File: config.mk
export PLATFORM = sky130hd
export DESIGN_NAME = mem_stage_sram_ctrl
export DESIGN_NICKNAME = d
export VERILOG_FILES = /design/src/rtl/mem_stage_sram_ctrl_pkg.sv /design/src/rtl/mem_stage_sram_ctrl_wait_counter.sv /design/src/rtl/mem_stage_sram_ctrl.sv
export SDC_FILE = /design/constraint.sdc
export NUM_CORES = 1
export LEC_CHECK = 0
export ABC_AREA = 1
export CAP_MARGIN = 15
export CORE_MARGIN = 2
export CORE_UTILIZATION = 51
export CTS_BUF_LIST = sky130_fd_sc_hd__clkbuf_8
export CTS_CLUSTER_DIAMETER = 150
export DETAILED_ROUTE_END_ITERATION = 8
export PLACE_DENSITY = 0.95
export SETUP_SLACK_MARGIN = 0.02
export SLEW_MARGIN = 20
export SYNTH_ARGS = -nofsm -noshare
export SYNTH_HDL_FRONTEND = slang
export SYNTH_SLANG_ARGS = --single-unit
export TNS_END_PERCENT = 30
File: constraint.sdc
create_clock -name clk -period 8.1 [get_ports clk]
set_input_delay 0.81 -clock clk [delete_from_list [all_inputs] [get_ports clk]]
set_output_delay 0.81 -clock clk [all_outputs]
set_load 0.05 [all_outputs]
File: src/rtl/mem_stage_sram_ctrl_pkg.sv
// Shared types and constants for the MEM-stage SRAM controller.
package mem_stage_sram_ctrl_pkg;

   typedef enum logic [1:0] {
      IDLE = 2'd0,
      LO   = 2'd1,
      HI   = 2'd2,
      DONE = 2'd3
   } memState_t;

   localparam int defaultBaseAddr = 1024;

endpackage

File: src/rtl/mem_stage_sram_ctrl_wait_counter.sv
// Per-half-word wait counter: counts enabled cycles and flags the last one.
module sram_wait_counter #(
   parameter int SRAM_WAIT = 2
) (
   input  logic clk,
   input  logic rst,
   input  logic en,
   input  logic clr,
   output logic tc
);

   localparam int CntW = (SRAM_WAIT > 1) ? $clog2(SRAM_WAIT) : 1;

   logic [CntW-1:0] cnt;

   assign tc = (cnt == CntW'(SRAM_WAIT - 1));

   // NOTE: sequential state uses <= so every flop samples pre-edge values.
   always_ff @(posedge clk or posedge rst) begin
      if (rst) begin
         cnt <= '0;
      end else if (clr) begin
         cnt <= '0;
      end else if (en) begin
         cnt <= tc ? '0 : cnt + 1'b1;
      end
   end

endmodule

File: src/rtl/mem_stage_sram_ctrl.sv
// MEM-stage controller: one 32-bit load/store as two half-word SRAM transfers,
// holding ready low (pipeline freeze) until the access completes.
module mem_stage_sram_ctrl
   import mem_stage_sram_ctrl_pkg::*;
#(
   parameter int BASE_ADDR = defaultBaseAddr,
   parameter int SRAM_WAIT = 2,
   parameter int ADDR_W    = 18
) (
   input  logic              clk,
   input  logic              rst,
   input  logic              mem_r_en,
   input  logic              mem_w_en,
   input  logic [31:0]       alu_result,
   input  logic [31:0]       store_val,
   output logic              ready,
   output logic [31:0]       rdata,
   output logic [ADDR_W-1:0] sram_addr,
   output logic [15:0]       sram_dq_out,
   output logic              sram_dq_oe,
   input  logic [15:0]       sram_dq_in,
   output logic              sram_we_n
);

   memState_t         state;
   logic [ADDR_W-2:0] wordQ;
   logic [31:0]       dataQ;
   logic              isWrite;
   logic              tc;
   logic              busy;
   logic              req;
   logic [31:0]       offset;
   logic [ADDR_W-2:0] reqWord;

   assign req     = mem_r_en | mem_w_en;
   assign busy    = (state == LO) || (state == HI);
   // Offset wraps silently; out-of-range addresses alias into the SRAM.
   assign offset  = alu_result - 32'(BASE_ADDR);
   assign reqWord = offset[ADDR_W:2];

   // IDLE term is combinational so a fresh request freezes the pipe at once.
   assign ready = (state == DONE) || ((state == IDLE) && !req);

   sram_wait_counter #(
      .SRAM_WAIT(SRAM_WAIT)
   ) u_waitCnt (
      .clk(clk),
      .rst(rst),
      .en (busy),
      .clr(!busy),
      .tc (tc)
   );

   // SRAM pins are registered and set up on the edge that enters each phase,
   // so reset drops the write strobe and bus drive without waiting for a clock.
   always_ff @(posedge clk or posedge rst) begin
      if (rst) begin
         state       <= IDLE;
         wordQ       <= '0;
         dataQ       <= '0;
         isWrite     <= 1'b0;
         rdata       <= '0;
         sram_addr   <= '0;
         sram_dq_out <= '0;
         sram_dq_oe  <= 1'b0;
         sram_we_n   <= 1'b1;
      end else begin
         case (state)
            IDLE: begin
               if (req) begin
                  wordQ       <= reqWord;
                  dataQ       <= store_val;
                  isWrite     <= mem_w_en;
                  state       <= LO;
                  sram_addr   <= {reqWord, 1'b0};
                  sram_dq_out <= mem_w_en ? store_val[15:0] : 16'h0000;
                  sram_dq_oe  <= mem_w_en;
                  sram_we_n   <= !mem_w_en;
               end
            end
            LO: begin
               if (tc) begin
                  if (!isWrite) rdata[15:0] <= sram_dq_in;
                  state       <= HI;
                  sram_addr   <= {wordQ, 1'b1};
                  sram_dq_out <= isWrite ? dataQ[31:16] : 16'h0000;
               end
            end
            HI: begin
               if (tc) begin
                  if (!isWrite) rdata[31:16] <= sram_dq_in;
                  state       <= DONE;
                  sram_addr   <= '0;
                  sram_dq_out <= '0;
                  sram_dq_oe  <= 1'b0;
                  sram_we_n   <= 1'b1;
               end
            end
            DONE: begin
               state <= IDLE;
            end
            default: begin
               state <= IDLE;
            end
         endcase
      end
   end

endmodule

**Run 1: clock routing**

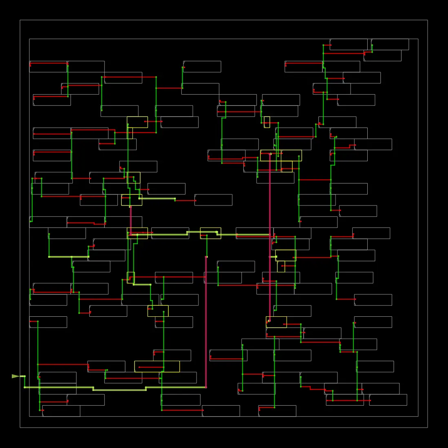
FF+latch count: 105
Worst-Skew Late Latency: 0.35 ns
Worst Clk Skew: 0.0105 ns

**Run 1: metal 1**

Supply wires on this layer in grey.
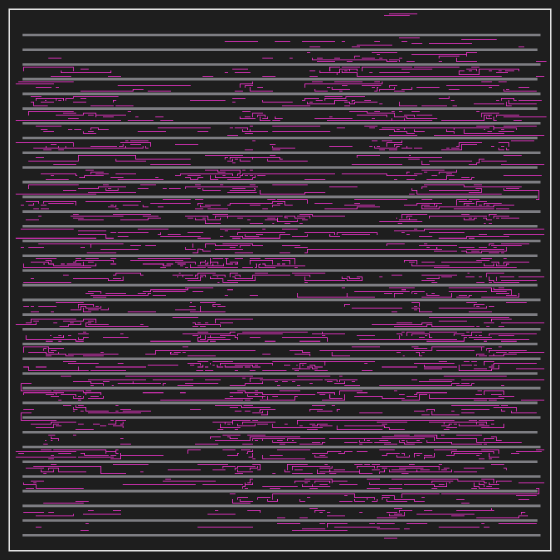
longest straight run = 29.0 um
nets with wire on the layer = 667
share of all routed wire = 41%
wire length on this layer = 4,860 um

**Run 1: sequential cells grouped by signal name**

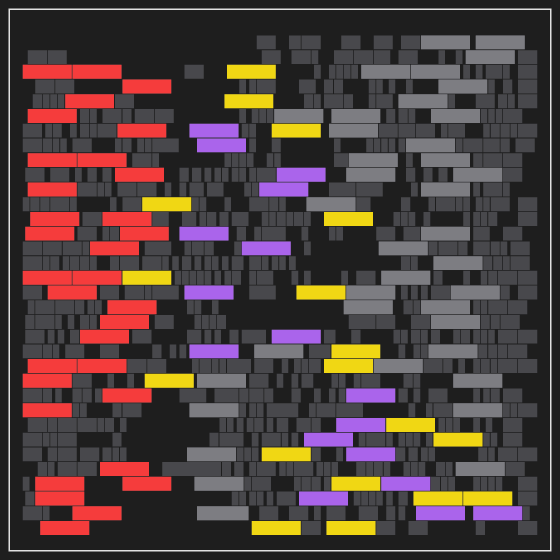
purple -> `wordQ`  # sequential cells 17
yellow -> `sram_addr`  # sequential cells 18
red -> `rdata`  # sequential cells 32, where a vertical strip on the left

**Run 1: power grid**

Pins as bars on the die edge.
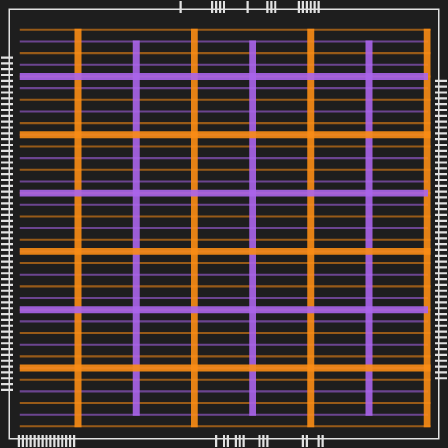
purple -> VDD
orange -> VSS
met1 rails = 35
met5 straps = 6
met4 straps = 7
rows = 34
signal pins = 153
core region area: 0.00881 mm2
die width: 99.8 um
die height: 99.8 um
IR Drop Worst-Case VDD: 0.328 mV

==> tab_implementation.tex, run 1 <==
% Implementation results table
\begin{tabular}{lr}
\hline
Metric & Value \\
\hline
\multicolumn{2}{l}{\textbf{Clock tree}} \\
\quad Number of clock sinks & 105 \\
\quad CTS tree & done \\
\quad Clock-pin transition on the worst setup and hold timing paths & 0.09 ns \\
\quad CTS H-tree depth & 3 \\
\quad CTS Buf Count & 9 \\
\quad CTS max path bufs & 2 \\
\quad Post-CTS Setup Bufs & 0 \\
\quad CTS Root Cell & clkbuf\_8 \\
\quad Post-CTS Hold Buffers & 0 \\
\multicolumn{2}{l}{\textbf{Critical path}} \\
\quad Worst Path Arrival & 2.93 ns \\
\quad Stages on the worst setup path & 5 \\
\quad Endpoint of the worst register-to-register path & sram\_dq\_out[11] \\
\quad Required arrival time at the worst endpoint & 7.29 ns \\
\quad Critical path class & input pin to output pin \\
\quad Path depth of the worst reg2reg path & 8 \\
\quad Capturing instance or port of the critical path & ready \\
\quad Cell occurring most often along the worst timing path & clkdlybuf4s50\_1 \\
\quad Series of cell instances along the critical path & clkdlybuf4s50\_1 > inv\_4 > nand3\_2 > nand2\_1 > clkdlybuf4s50\_1 \\
\quad Critical Path Source & mem\_w\_en \\
\quad Cell with the largest stage delay on the worst path & clkdlybuf4s50\_1 \\
\quad R2R setup slack & 4.96 ns \\
\quad Kind of start point of the critical path & input pin \\
\quad CP bufs+invs & 3 \\
\quad Worst flop-to-flop path startpoint & state[0] \\
\quad CP top delay family & buffers and inverters \\
\quad Endpoint type of the worst setup path & output pin \\
\multicolumn{2}{l}{\textbf{GRT}} \\
\quad Number of antenna violations at the first check in global routing & 0 \\
\quad Maximum number of pins on one net before global-route repair & 69 \\
\quad Most heavily used metal layer in global routing & met2 \\
\quad Global routing usage on met3 & 0.0773 \\
\quad Gr ovfl total & 0 \\
\quad Met1 usage in global routing & 0.311 \\
\quad GR Util All Layers & 0.246 \\
\quad Vias in the first global route & 4,192 \\
\quad Met2 global-route usage & 0.412 \\
\multicolumn{2}{l}{\textbf{Place}} \\
\quad Weighted congestion reported at the end of routability-driven placement & approximately 0.87 \\
\quad Cell count after placement & 776 \\
\quad Half-perimeter wire length of the detailed placement result & 8200 um \\
\quad Dpl ws & 4.23 ns \\
\quad Placed cell area & between 0.006 and 0.007 mm2 \\
\quad Count of buffers inserted at the top-level ports & 137 \\
\multicolumn{2}{l}{\textbf{Routing}} \\
\quad Met2 wire len & roughly 5700 um \\
\quad Max layer used & met4 \\
\quad Vias/cell & between 5 and 6 \\
\quad Final routed wirelength across all metal layers & 11,800 um \\
\quad DRC Markers & 0 \\
\quad Wirelength per Cell & roughly 15 um \\
\quad DRT iter0 DRCs & 123 \\
\quad Via Count & 4,089 \\
\quad Drt first pass iters & 5 \\
\quad Final antenna-violating net count & 0 \\
\quad Met1 wire length & 4860 um \\
\quad Met3 wirelength from detailed routing & 1160 um \\
\multicolumn{2}{l}{\textbf{Finish}} \\
\quad Largest register by flop count & rdata \\
\quad Count of non-CTS inverters in the layout & $\sim$64 \\
\quad Top cell category & registers \\
\quad Registers with the most flip-flops & rdata: 32 flops, sram\_addr: 18 flops, wordQ: 17 flops \\
\quad Antenna diode instance count & 0 \\
\quad Layout buffering overhead excluding clock cells & 0.222 \\
\quad Share of final-layout standard cells stronger than drive strength 1 & 0.0556 \\
\quad Flop area & 0.00263 mm2 \\
\quad Count of non-filler cells in the finished layout & a little under 800 \\
\quad Fraction of area in multi-input gates & 0.266 \\
\quad Layout net count & 768 \\
\quad Share of cell area taken by flip-flops and latches & 0.421 \\
\quad Relative area change from synthesis to final layout & 33.4\% \\
\quad Final Util & 0.710 \\
\quad Multi-input comb cells & 360 \\
\quad Finished layout cell area & 0.00625 mm2 \\
\quad Clock buffer count & 9 \\
\quad Signal buffers & 139 \\
\quad Leading cell types in the layout, fill and taps excluded & nand2\_1 (206), clkdlybuf4s50\_1 (137), dfrtp\_1 (104) \\
\quad Share of final layout cell area taken by clock buffers and inverters & 0.0300 \\
\quad Logic cell area & 0.00166 mm2 \\
\quad Leading cell type in the layout, fill and taps excluded & nand2\_1 \\
\multicolumn{2}{l}{\textbf{Worst hold path}} \\
\quad Worst-case hold path end point & sram\_dq\_oe \\
\quad Path type of the worst min-delay path & register to register \\
\quad Worst hold start & sram\_dq\_oe \\
\multicolumn{2}{l}{\textbf{Logic synthesis}} \\
\quad Chip Area, Yosys & about 0.0047 mm2 \\
\quad Post-Synthesis Cells & about 550 \\
\quad Post-synthesis share of cell area spent on and-or and or-and gates & 0.126 \\
\quad Top cells by area & dfrtp\_1 (56\%), nand2\_1 (17\%), o21ai\_0 (8.4\%), inv\_1 (4.8\%), nand3\_1 (2.4\%) \\
\quad Ys Warns & 0 \\
\quad Number of enable flip-flop cells & 0 \\
\quad Top cell type by instance count after synthesis & nand2\_1 \\
\quad Most used standard cells in the synthesized netlist & nand2\_1 (206), dfrtp\_1 (104), o21ai\_0 (79) \\
\quad Yosys Instances & 554 \\
\quad Xor/xnor share of the synthesized area & 0.00561 \\
\quad Mux share & 0 \\
\quad Area share of the largest cell type after synthesis & 0.556 \\
\quad Syn\_area\_per\_cell & around 8.5 um2 \\
\quad Synthesized area & $\sim$0.0047 mm2 \\
\quad Post-synth net total & 643 \\
\quad Total of flip-flops plus latches after synthesis & 105 \\
\quad Post-synthesis cell type with the largest combined area & dfrtp\_1 \\
\quad Share of synthesized cell area in full adder, half adder and majority cells & 0.0134 \\
\quad Sequential area share after synthesis & 0.561 \\
\quad Logic family by area & simple AND/OR/NAND/NOR gates \\
\quad Simple-Gate Area Share & 0.209 \\
\quad Most common reg cell & dfrtp\_1 \\
\multicolumn{2}{l}{\textbf{Final timing}} \\
\quad Transition time at the pin with the least slew margin & 1.04 ns \\
\quad Post-route clock period utilization & 0.461 \\
\quad Time the worst path needs with I/O delays and setup & 3.74 ns \\
\quad Final critical-path setup slack & about 4.4 ns \\
\quad Setup repair after global routing missed its margin & no \\
\quad Post-route worst hold slack & 0.478 ns \\
\quad Number of hold violations in the final report & 0 \\
\quad Fin. max-slew vios & 0 \\
\quad TNS Setup & 0 ns \\
\multicolumn{2}{l}{\textbf{Outcome}} \\
\quad Outcome & completed \\
\multicolumn{2}{l}{\textbf{Power and ir drop}} \\
\quad Comb power & 1.66 mW \\
\quad Relative contribution of sequential cells to total power & 0.310 \\
\quad Clock network power & 0.313 mW \\
\quad Part of the total power dissipated in the clock network & 0.110 \\
\quad Sw frac & 0.509 \\
\quad Cell-internal power & 1.40 mW \\
\quad Largest Pwr Group & combinational logic \\
\quad Total power per unit cell area & 457 mW/mm2 \\
\quad Power drawn by the sequential cells & 0.886 mW \\
\quad Leakage Power & 3.06 nW \\
\quad Portion of total power attributed to combinational logic & 0.580 \\
\quad Total Power Consumption & 2.85 mW \\
\multicolumn{2}{l}{\textbf{Job}} \\
\quad Max-cap check violation count & 0 \\
\quad OpenROAD warnings & 44 \\
\multicolumn{2}{l}{\textbf{Die}} \\
\quad Row Count & 34 \\
\quad Core utilization at floorplan & 0.532 \\
\quad \# Taps & 108 \\
\quad I/O pin total & 153 \\
\quad Die ar. & roughly 0.010 mm2 \\
\hline
\end{tabular}
**Run 1: gate-type map**

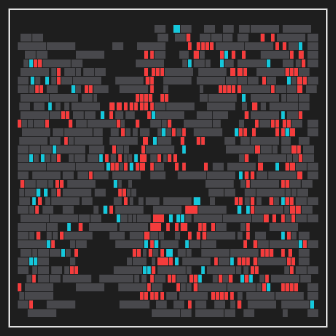

## Run 2: what changed since run 1
CORE_UTILIZATION = 43   (was 51)
PLACE_DENSITY = 0.9   (was 0.95)
clock period = 3.2 ns   (was 8.1 ns; I/O delays follow)
**Run 2: gate-type map**

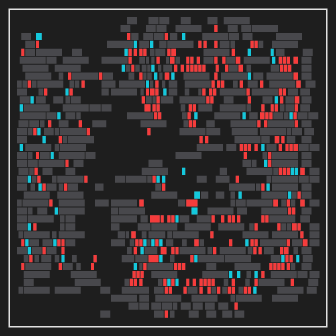
red -> nand cells  # cells 233, where all over the die
cyan -> inv cells  # cells 64, where all over the die
count of non-filler cells in the finished layout: 829
fraction of area in multi-input gates: 0.262
leading cell type in the layout, fill and taps excluded: nand2_1

**Run 2: metal 1**

Supply wires on this layer in grey.
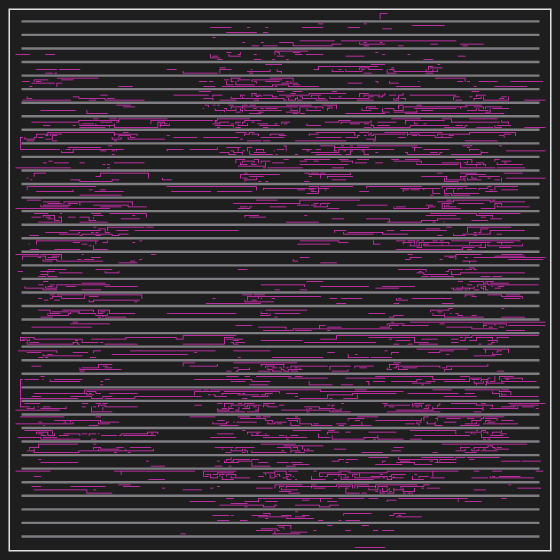
wire length on this layer = 4,930 um
main direction = horizontal
longest straight run = 27.1 um
nets with wire on the layer = 675
met1 usage in global routing: 0.253
final routed wirelength across all metal layers: 12,000 um
Via Count: 4,089

==> run 2 against run 1 <==
  * Non-clock buffer count grew 5
  * Worst setup slack got worse by 3.6 ns
  * Critical path type is now register to output pin
  * Wire length increased by 1.5%
  * Clock-buffer cell count did not move
  * Die size increased by 18%
==> tab_implementation.tex, run 2 <==
% Implementation results table
\begin{tabular}{lr}
\hline
Metric & Value \\
\hline
\multicolumn{2}{l}{\textbf{Outcome}} \\
\quad Outcome & completed \\
\multicolumn{2}{l}{\textbf{GRT}} \\
\quad Most heavily used metal layer in global routing & met2 \\
\quad GR Util All Layers & 0.210 (-0.0356) \\
\quad Met2 global-route usage & 0.364 (-0.0478) \\
\quad Vias in the first global route & 4,172 (-0.48\%) \\
\quad Number of antenna violations at the first check in global routing & 0 (unchanged) \\
\multicolumn{2}{l}{\textbf{Power and ir drop}} \\
\quad Relative contribution of sequential cells to total power & 0.310 (about the same) \\
\quad Power drawn by the sequential cells & 2.24 mW (+150\%) \\
\quad Comb power & 4.24 mW (+160\%) \\
\quad IR Drop Worst-Case VDD & 0.743 mV (+130\%) \\
\quad Cell-internal power & 3.52 mW (+150\%) \\
\quad Clock network power & 0.760 mW (+140\%) \\
\quad Total power per unit cell area & 1140 mW/mm2 (+150\%) \\
\quad Largest Pwr Group & combinational logic \\
\multicolumn{2}{l}{\textbf{Finish}} \\
\quad Share of final layout cell area taken by clock buffers and inverters & 0.0287 (-0.00136) \\
\quad Top cell category & registers \\
\quad Finished layout cell area & 0.00633 mm2 (+1.3\%) \\
\quad FF+latch count & 105 (unchanged) \\
\quad Layout net count & 773 (+0.65\%) \\
\quad Leading cell types in the layout, fill and taps excluded & nand2\_1 (206), clkdlybuf4s50\_1 (137), dfrtp\_1 (104) \\
\quad Share of final-layout standard cells stronger than drive strength 1 & 0.0624 (+0.00685) \\
\quad Share of cell area taken by flip-flops and latches & 0.415 (-0.00524) \\
\quad Signal buffers & 144 (+3.6\%) \\
\quad Logic cell area & 0.00166 mm2 (-0.30\%) \\
\quad Antenna diode instance count & 0 (unchanged) \\
\multicolumn{2}{l}{\textbf{Logic synthesis}} \\
\quad Sequential area share after synthesis & 0.561 (unchanged) \\
\quad Area share of the largest cell type after synthesis & 0.556 (unchanged) \\
\quad Mux share & 0 (unchanged) \\
\quad Syn\_area\_per\_cell & 8.45 um2 (unchanged) \\
\quad Post-synthesis cell type with the largest combined area & dfrtp\_1 \\
\quad Chip Area, Yosys & 0.00468 mm2 (unchanged) \\
\quad Total of flip-flops plus latches after synthesis & 105 (unchanged) \\
\quad Post-Synthesis Cells & 554 (unchanged) \\
\quad Ys Warns & 0 (unchanged) \\
\quad Synthesized area & 0.00468 mm2 (unchanged) \\
\quad Top cell type by instance count after synthesis & nand2\_1 \\
\quad Post-synthesis share of cell area spent on and-or and or-and gates & 0.126 (unchanged) \\
\quad Top cells by area & dfrtp\_1 (56\%), nand2\_1 (17\%), o21ai\_0 (8.4\%), inv\_1 (4.8\%), nand3\_1 (2.4\%) \\
\quad Most used standard cells in the synthesized netlist & nand2\_1 (206), dfrtp\_1 (104), o21ai\_0 (79) \\
\multicolumn{2}{l}{\textbf{Clock tree}} \\
\quad Post-CTS Hold Buffers & 0 (unchanged) \\
\quad CTS max path bufs & 2 (unchanged) \\
\quad CTS Root Cell & clkbuf\_8 \\
\quad Post-CTS Setup Bufs & 0 (unchanged) \\
\quad Clock-pin transition on the worst setup and hold timing paths & 0.09 ns (about the same) \\
\multicolumn{2}{l}{\textbf{Critical path}} \\
\quad Endpoint type of the worst setup path & output pin \\
\quad Series of cell instances along the critical path & inv\_1 > ha\_1 > nand3\_2 > nand2\_1 > clkdlybuf4s50\_1 \\
\quad Worst Path Arrival & 2.15 ns (-0.78 ns) \\
\quad R2R setup slack & 1.13 ns (-3.83 ns) \\
\quad Critical Path Source & state[1] \\
\quad Kind of start point of the critical path & register \\
\quad Path depth of the worst reg2reg path & 6 (-2) \\
\quad Required arrival time at the worst endpoint & 2.88 ns (-4.41 ns) \\
\quad Cell with the largest stage delay on the worst path & clkdlybuf4s50\_1 \\
\quad CP bufs+invs & 2 (-1) \\
\multicolumn{2}{l}{\textbf{Die}} \\
\quad Die ar. & 0.0117 mm2 (+18\%) \\
\quad Core utilization at floorplan & 0.436 (-0.0960) \\
\quad Die height & 108 um (+8.5\%) \\
\quad Die width & 108 um (+8.5\%) \\
\quad Core region area & 0.0107 mm2 (+22\%) \\
\multicolumn{2}{l}{\textbf{Worst hold path}} \\
\quad Path type of the worst min-delay path & input pin to asynchronous set/reset pin \\
\multicolumn{2}{l}{\textbf{Place}} \\
\quad Dpl ws & 0.973 ns (-3.26 ns) \\
\quad Weighted congestion reported at the end of routability-driven placement & 0.755 (-13\%) \\
\quad Count of buffers inserted at the top-level ports & 137 (unchanged) \\
\quad Half-perimeter wire length of the detailed placement result & 8500 um (+3.7\%) \\
\multicolumn{2}{l}{\textbf{Routing}} \\
\quad DRC Markers & 0 (unchanged) \\
\quad Wirelength per Cell & 14.5 um (-3.0\%) \\
\quad Vias/cell & 4.93 (-4.5\%) \\
\quad Max layer used & met4 \\
\quad Met3 wirelength from detailed routing & 1140 um (-1.8\%) \\
\multicolumn{2}{l}{\textbf{Final timing}} \\
\quad Final critical-path setup slack & 0.725 ns (-3.64 ns) \\
\quad Post-route clock period utilization & 0.773 \\
\quad Setup repair after global routing missed its margin & no \\
\quad Time the worst path needs with I/O delays and setup & 2.47 ns \\
\quad Number of hold violations in the final report & 0 (unchanged) \\
\multicolumn{2}{l}{\textbf{Job}} \\
\quad Max-cap check violation count & 0 (unchanged) \\
\quad OpenROAD warnings & 44 (unchanged) \\
\hline
\end{tabular}
**Run 2: sequential cells grouped by signal name**

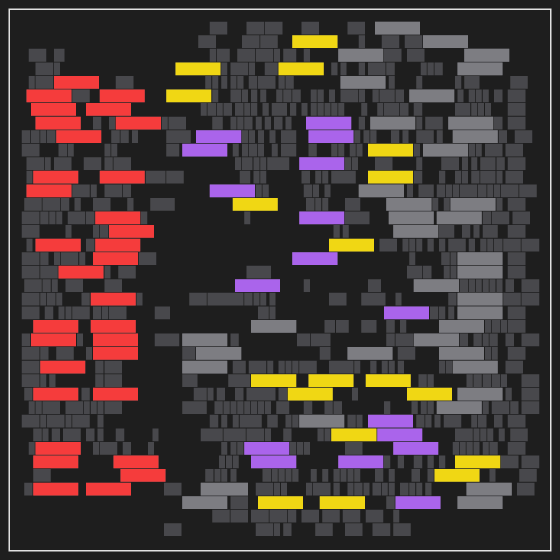
purple -> `wordQ`  # sequential cells 17
red -> `rdata`  # sequential cells 32, where a vertical strip on the left
yellow -> `sram_addr`  # sequential cells 18
not coloured = 38

**Run 2: power grid**

Pins as bars on the die edge.
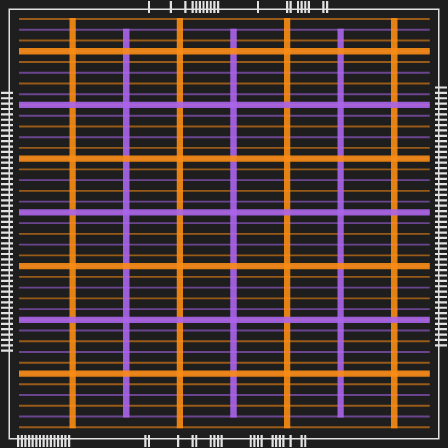

## Run 3: what changed since run 2
CORE_UTILIZATION = 48   (was 43)
PLACE_DENSITY = 0.94   (was 0.9)
clock period = 2.3 ns   (was 3.2 ns; I/O delays follow)
**Run 3: power grid**

Pins as bars on the die edge.
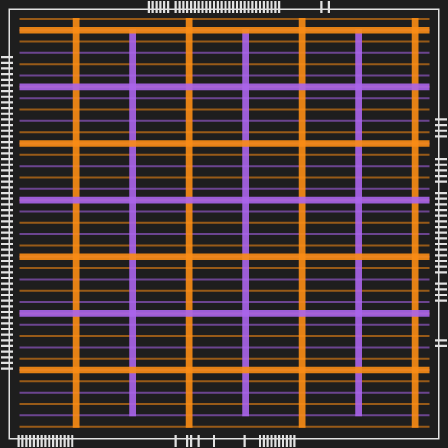
orange -> VSS
purple -> VDD
met4 straps = 7
signal pins = 153
rows = 36
die width: 103 um
die height: 103 um
core region area: 0.00964 mm2
IR Drop Worst-Case VDD: 1.02 mV

**Run 3: metal 1**

Supply wires on this layer in grey.
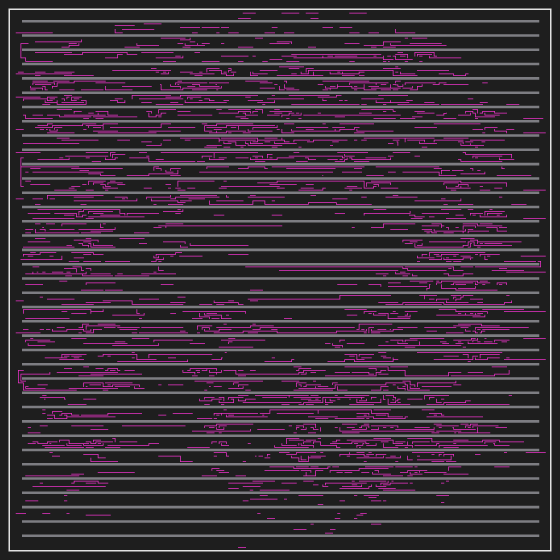
wire length on this layer = 4,820 um
main direction = horizontal
longest straight run = 29.9 um
nets with wire on the layer = 673
Via Count: 4,167
final routed wirelength across all metal layers: 11,800 um

**Run 3: sequential cells grouped by signal name**

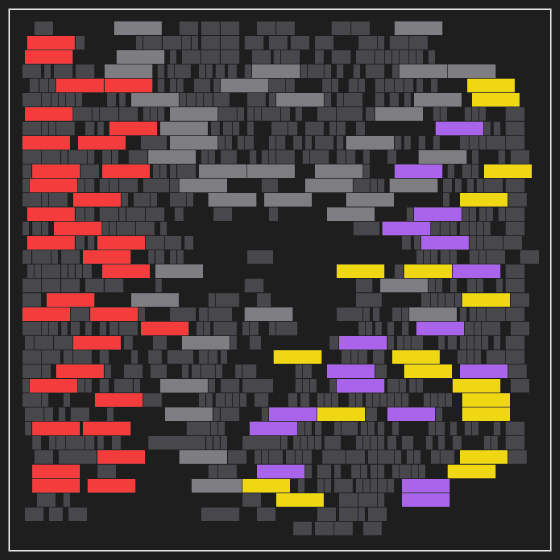
yellow -> `sram_addr`  # sequential cells 18
purple -> `wordQ`  # sequential cells 17
red -> `rdata`  # sequential cells 32, where a vertical strip on the left
not coloured = 38

==> run 3 against run 2 <==
  * Sequential share of layout area fell by 0.20 points
  * Register-to-register slack got worse by 0.71 ns
  * Area after synthesis unchanged
  * Largest cell class unchanged
  * Highest routed layer unchanged
  * Clock-buffer cell count did not move
  * Total power rose by 41%
  * Clock power grew 49%
  * Global-route usage up 1.9 points
  * Synthesized cell count unchanged
  * First-iteration DRC count decreased by 39%
==> tab_implementation.tex, run 3 <==
% Implementation results table
\begin{tabular}{lr}
\hline
Metric & Value \\
\hline
\multicolumn{2}{l}{\textbf{Finish}} \\
\quad Share of final-layout standard cells stronger than drive strength 1 & 0.0624 (unchanged) \\
\quad Leading cell type in the layout, fill and taps excluded & nand2\_1 \\
\quad Top cell category & registers \\
\quad Fraction of area in multi-input gates & 0.261 (-0.00124) \\
\quad Final Util & 0.660 \\
\quad Layout net count & 773 (unchanged) \\
\quad Flop area & about 0.0026 mm2 \\
\quad Leading cell types in the layout, fill and taps excluded & nand2\_1 (206), clkdlybuf4s50\_1 (136), dfrtp\_1 (104) \\
\quad FF+latch count & 105 (unchanged) \\
\quad Logic cell area & 0.00166 mm2 (unchanged) \\
\quad Signal buffers & 144 (unchanged) \\
\quad Share of final layout cell area taken by clock buffers and inverters & 0.0309 (+0.00223) \\
\quad Finished layout cell area & 0.00636 mm2 (+0.47\%) \\
\multicolumn{2}{l}{\textbf{Logic synthesis}} \\
\quad Top cell type by instance count after synthesis & nand2\_1 \\
\quad Post-synthesis cell type with the largest combined area & dfrtp\_1 \\
\quad Post-Synthesis Cells & 554 (unchanged) \\
\quad Mux share & 0 (unchanged) \\
\quad Post-synthesis share of cell area spent on and-or and or-and gates & 0.126 (unchanged) \\
\quad Area share of the largest cell type after synthesis & 0.556 (unchanged) \\
\quad Chip Area, Yosys & 0.00468 mm2 (unchanged) \\
\quad Synthesized area & 0.00468 mm2 (unchanged) \\
\quad Sequential area share after synthesis & 0.561 (unchanged) \\
\quad Most used standard cells in the synthesized netlist & nand2\_1 (206), dfrtp\_1 (104), o21ai\_0 (79) \\
\quad Syn\_area\_per\_cell & 8.45 um2 (unchanged) \\
\quad Top cells by area & dfrtp\_1 (56\%), nand2\_1 (17\%), o21ai\_0 (8.4\%), inv\_1 (4.8\%), nand3\_1 (2.4\%) \\
\multicolumn{2}{l}{\textbf{Routing}} \\
\quad Met1 wire length & 4820 um \\
\quad Max layer used & met4 \\
\quad DRC Markers & 0 (unchanged) \\
\quad Vias/cell & 5.07 (+2.8\%) \\
\quad Met3 wirelength from detailed routing & 1010 um (-11\%) \\
\quad Final antenna-violating net count & 0 \\
\multicolumn{2}{l}{\textbf{Critical path}} \\
\quad Critical Path Source & sram\_we\_n \\
\quad Path depth of the worst reg2reg path & 8 (+2) \\
\quad Required arrival time at the worst endpoint & 2.07 ns (-0.81 ns) \\
\quad R2R setup slack & 0.42 ns (-0.71 ns) \\
\quad Cell with the largest stage delay on the worst path & clkdlybuf4s50\_1 \\
\quad CP bufs+invs & 1 (-1) \\
\quad Worst Path Arrival & 1.70 ns (-0.45 ns) \\
\quad Kind of start point of the critical path & register \\
\multicolumn{2}{l}{\textbf{GRT}} \\
\quad Met1 usage in global routing & 0.283 (+0.0297) \\
\quad Met2 global-route usage & 0.391 (+0.0273) \\
\quad Most heavily used metal layer in global routing & met2 \\
\quad Number of antenna violations at the first check in global routing & 0 (unchanged) \\
\multicolumn{2}{l}{\textbf{Job}} \\
\quad OpenROAD warnings & 46 (+4.5\%) \\
\multicolumn{2}{l}{\textbf{Clock tree}} \\
\quad Clock-pin transition on the worst setup and hold timing paths & 0.10 ns (about the same) \\
\quad Post-CTS Hold Buffers & 0 (unchanged) \\
\quad CTS Root Cell & clkbuf\_8 \\
\quad Post-CTS Setup Bufs & 0 (unchanged) \\
\multicolumn{2}{l}{\textbf{Die}} \\
\quad Die ar. & 0.0106 mm2 (-10\%) \\
\multicolumn{2}{l}{\textbf{Final timing}} \\
\quad Setup repair after global routing missed its margin & no \\
\quad Number of hold violations in the final report & 0 (unchanged) \\
\quad Time the worst path needs with I/O delays and setup & 1.93 ns \\
\quad Final critical-path setup slack & 0.370 ns (-0.355 ns) \\
\quad Post-route clock period utilization & 0.839 \\
\multicolumn{2}{l}{\textbf{Power and ir drop}} \\
\quad Power drawn by the sequential cells & 3.13 mW (+40\%) \\
\quad Comb power & 5.91 mW (+39\%) \\
\quad Relative contribution of sequential cells to total power & 0.308 (-0.002) \\
\quad Largest Pwr Group & combinational logic \\
\quad Total power per unit cell area & 1600 mW/mm2 (+40\%) \\
\multicolumn{2}{l}{\textbf{Place}} \\
\quad Half-perimeter wire length of the detailed placement result & 8210 um (-3.4\%) \\
\quad Dpl ws & 0.443 ns (-0.530 ns) \\
\quad Weighted congestion reported at the end of routability-driven placement & 0.845 (+12\%) \\
\multicolumn{2}{l}{\textbf{Outcome}} \\
\quad Outcome & completed \\
\hline
\end{tabular}
Power and IR drop assume default switching activity.
